<file path="src/rtl/alu_share_arbiter.sv">
// Round-robin arbiter sharing one combinational Alu among NUM_REQ requesters.
// The granted request drives the Alu; its result is captured, tagged with the
// requester ID, into a 2-entry FIFO drained over a single response channel.
module alu_share_arbiter #(
  parameter int unsigned NUM_REQ    = 3,
  parameter int unsigned DATA_WIDTH = 32,
  parameter int unsigned OPER_WIDTH = 4,
  parameter int unsigned ID_WIDTH   = 2
) (
  input  logic                           clk_i,
  input  logic                           rst_ni,
  input  logic [NUM_REQ-1:0]             req_valid_i,
  output logic [NUM_REQ-1:0]             req_ready_o,
  input  logic [NUM_REQ*OPER_WIDTH-1:0]  req_oper_i,
  input  logic [NUM_REQ*DATA_WIDTH-1:0]  req_a_i,
  input  logic [NUM_REQ*DATA_WIDTH-1:0]  req_b_i,
  output logic [OPER_WIDTH-1:0]          alu_oper_o,
  output logic [DATA_WIDTH-1:0]          alu_a_o,
  output logic [DATA_WIDTH-1:0]          alu_b_o,
  input  logic [DATA_WIDTH-1:0]          alu_data_i,
  output logic                           rsp_valid_o,
  input  logic                           rsp_ready_i,
  output logic [ID_WIDTH-1:0]            rsp_id_o,
  output logic [DATA_WIDTH-1:0]          rsp_data_o,
  output logic                           busy_o
);

  // Round-robin pointer: the requester searched first on the next grant.
  logic [ID_WIDTH-1:0]   rr_q, rr_d;

  // Two-entry FIFO storage and bookkeeping.
  logic [ID_WIDTH-1:0]   mem_id_q   [2];
  logic [DATA_WIDTH-1:0] mem_data_q [2];
  logic                  wr_ptr_q, rd_ptr_q;
  logic [1:0]            count_q, count_d;

  logic [ID_WIDTH-1:0]   gnt_id;
  logic                  has_gnt;
  logic                  space;
  logic                  push, pop;
  int unsigned           idx;

  // Grant search: first valid requester at or after rr_q, wrapping modulo NUM_REQ.
  always_comb begin
    gnt_id  = '0;
    has_gnt = 1'b0;
    idx     = 0;
    for (int unsigned k = 0; k < NUM_REQ; k++) begin
      idx = int'(rr_q) + k;
      if (idx >= NUM_REQ) idx = idx - NUM_REQ;
      if (!has_gnt && req_valid_i[idx]) begin
        has_gnt = 1'b1;
        gnt_id  = ID_WIDTH'(idx);
      end
    end
  end

  // Alu drive: granted operands, or all-zero when idle to avoid toggling.
  always_comb begin
    alu_oper_o = '0;
    alu_a_o    = '0;
    alu_b_o    = '0;
    if (has_gnt) begin
      alu_oper_o = req_oper_i[gnt_id*OPER_WIDTH +: OPER_WIDTH];
      alu_a_o    = req_a_i[gnt_id*DATA_WIDTH +: DATA_WIDTH];
      alu_b_o    = req_b_i[gnt_id*DATA_WIDTH +: DATA_WIDTH];
    end
  end

  // Handshake: a pop while full frees a slot for a same-cycle push.
  always_comb begin
    rsp_valid_o = (count_q != 2'd0);
    pop         = rsp_valid_o & rsp_ready_i;
    space       = (count_q < 2'd2) | pop;
    push        = has_gnt & space;
    for (int unsigned i = 0; i < NUM_REQ; i++) begin
      req_ready_o[i] = push & (gnt_id == ID_WIDTH'(i));
    end
    rsp_id_o   = mem_id_q[rd_ptr_q];
    rsp_data_o = mem_data_q[rd_ptr_q];
    busy_o     = rsp_valid_o | (|req_valid_i);
  end

  // Next-state for occupancy and round-robin pointer.
  always_comb begin
    count_d = count_q;
    rr_d    = rr_q;
    unique case ({push, pop})
      2'b10:   count_d = count_q + 2'd1;
      2'b01:   count_d = count_q - 2'd1;
      default: count_d = count_q;
    endcase
    if (push) begin
      rr_d = (gnt_id == ID_WIDTH'(NUM_REQ - 1)) ? '0 : gnt_id + ID_WIDTH'(1);
    end
  end

  // State registers; reset discards any queued responses.
  always_ff @(posedge clk_i or negedge rst_ni) begin
    if (!rst_ni) begin
      rr_q     <= '0;
      count_q  <= '0;
      wr_ptr_q <= 1'b0;
      rd_ptr_q <= 1'b0;
      for (int i = 0; i < 2; i++) begin
        mem_id_q[i]   <= '0;
        mem_data_q[i] <= '0;
      end
    end else begin
      rr_q    <= rr_d;
      count_q <= count_d;
      if (push) begin
        mem_id_q[wr_ptr_q]   <= gnt_id;
        mem_data_q[wr_ptr_q] <= alu_data_i;
        wr_ptr_q             <= ~wr_ptr_q;
      end
      if (pop) begin
        rd_ptr_q <= ~rd_ptr_q;
      end
    end
  end

  // Occupancy must stay within 0..2.
  always_ff @(posedge clk_i) begin
    if (rst_ni) begin
      assert (!(push && !pop && count_q == 2'd2)) else $error("fifo overflow");
      assert (!(pop && count_q == 2'd0)) else $error("fifo underflow");
    end
  end

endmodule

</file>
<file path="config.mk">
export PLATFORM = sky130hd
export DESIGN_NAME = alu_share_arbiter
export DESIGN_NICKNAME = d
export VERILOG_FILES = /design/src/rtl/alu_share_arbiter.sv
export SDC_FILE = /design/constraint.sdc
export NUM_CORES = 1
export LEC_CHECK = 0
export CAP_MARGIN = 30
export CORE_AREA = 4 4 135 137
export CTS_CLUSTER_SIZE = 14
export DETAILED_ROUTE_END_ITERATION = 12
export DIE_AREA = 0 0 139 141
export PLACE_DENSITY = 0.81
export SLEW_MARGIN = 5
export SYNTH_ARGS = -nofsm -noshare
export SYNTH_HDL_FRONTEND = slang
export SYNTH_SLANG_ARGS = --single-unit
</file>
<file path="constraint.sdc">
create_clock -name clk_i -period 3.95 [get_ports clk_i]
set_clock_uncertainty 0.05 [all_clocks]
set_input_delay 0.395 -clock clk_i [delete_from_list [all_inputs] [get_ports clk_i]]
set_output_delay 0.395 -clock clk_i [all_outputs]
set_load 0.02 [all_outputs]
</file>
**Cell classes on the final placement**

Bar = 50 um.
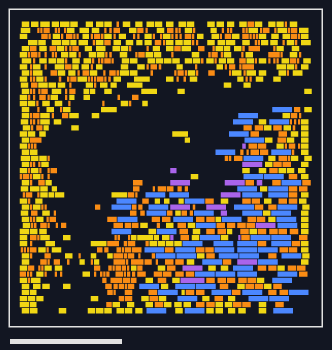
| class | colour | cells |
|---|---|---|
| combinational and other logic | orange | 444 |
| flops | blue | 74 |
| clock drivers and dummy loads | purple | 16 |
| other buffers and delay cells | yellow | 377 |
design area: 0.00934 mm2
Seq/total area: 19.8%
Row Count: 48
Final Util: 54.8%

**Met2 routing**

Cells faint in the background.
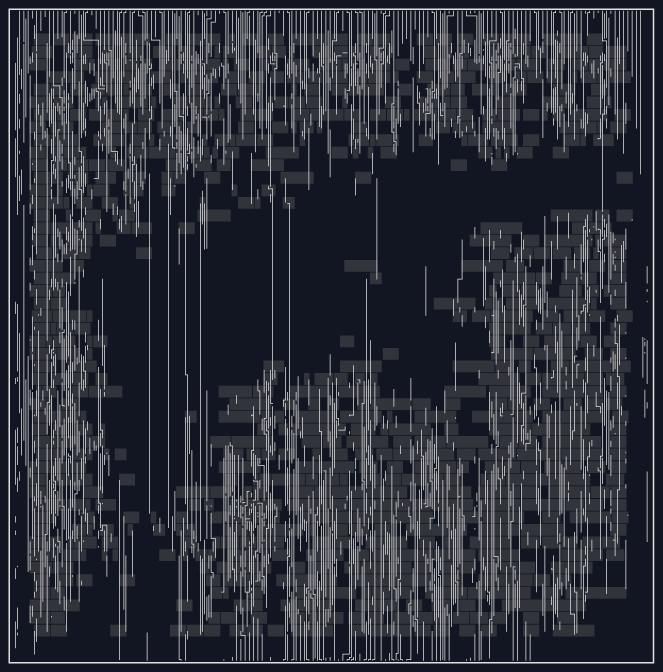
share of all routed wire: 52%
main direction: vertical
nets with wire on the layer: 997
wire length on this layer: 11100 um
longest straight run: 83.0 um
met2 Resource Use GR: 37.0%
vias: 5727
drt total wl: 21400 um

==> impl_metrics.json <==
{
  "comb_area_share_pct": 32.4,
  "logic_gates": 441,
  "p_seq_mw": 1.37,
  "seq_cells": 74,
  "worstMarginPinSlew_ns": 0.519,
  "core_mm2": 0.0171,
  "bufAreaShareNonClock_pct": 41.4,
  "grt_max_degree": 65,
  "met1_usage_pct": 23.2,
  "cts-root-buf": "clkbuf_16",
  "placedInstanceArea_mm2": 0.00891,
  "critPathArrivalTime_ns": 3.49,
  "netlist_instances": 568,
  "warnings": 31,
  "final_antenna_net_count": 0,
  "synthMostInstantiatedCell": "nand2_1",
  "seq_area_frac_synth_pct": 36.1,
  "antenna_found_initial": 2,
  "wl_met3_um": 1440,
  "mi_logic_area_mm2": 0.00303,
  "grt_overflow_total": 0,
  "yosysWarningCount": 0,
  "status": "finished, final reports clean",
  "fillers": 1513
}
**Clock network drawn from the DEF**

Bar = 50 um.
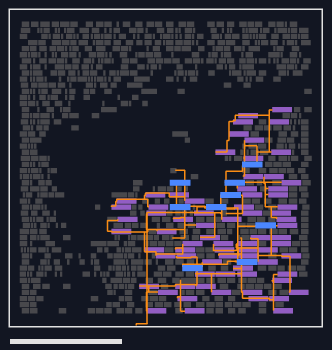
[clock drivers] blue | count: 9
[flip-flops] purple | count: 74
[clock wires] orange | length: 888 um
routed clock nets: 10
clock share of power: 7.6%
Latency at later pin: 0.33 ns

-- cell usage in the layout, fill, tap and decap left out, drive strengths merged, types with 2 or more instances in the layout --
cell | netlist | final
dfrtp | 74 | 74
dlymetal6s2s | 0 | 37
diode | 0 | 3
mux2 | 101 | 101
clkbuf | 17 | 10
clkinv | 0 | 2
xnor2 | 3 | 3
nor2 | 75 | 75
dlygate4sd2 | 0 | 17
a21oi | 2 | 2
nand2 | 142 | 142
clkdlybuf4s50 | 0 | 292
a311oi | 67 | 67
nor3 | 3 | 3
ha | 5 | 5
a22o | 2 | 2
nand3b | 4 | 4
xor2 | 2 | 2
nor2b | 3 | 3
and2 | 3 | 5
mux2i | 6 | 6
nand2b | 2 | 2
inv | 3 | 5
o211ai | 2 | 2
o21ai | 8 | 8
buf | 35 | 30
o31ai | 2 | 2
No activity file was given, so power comes from the tool's default toggle rates.
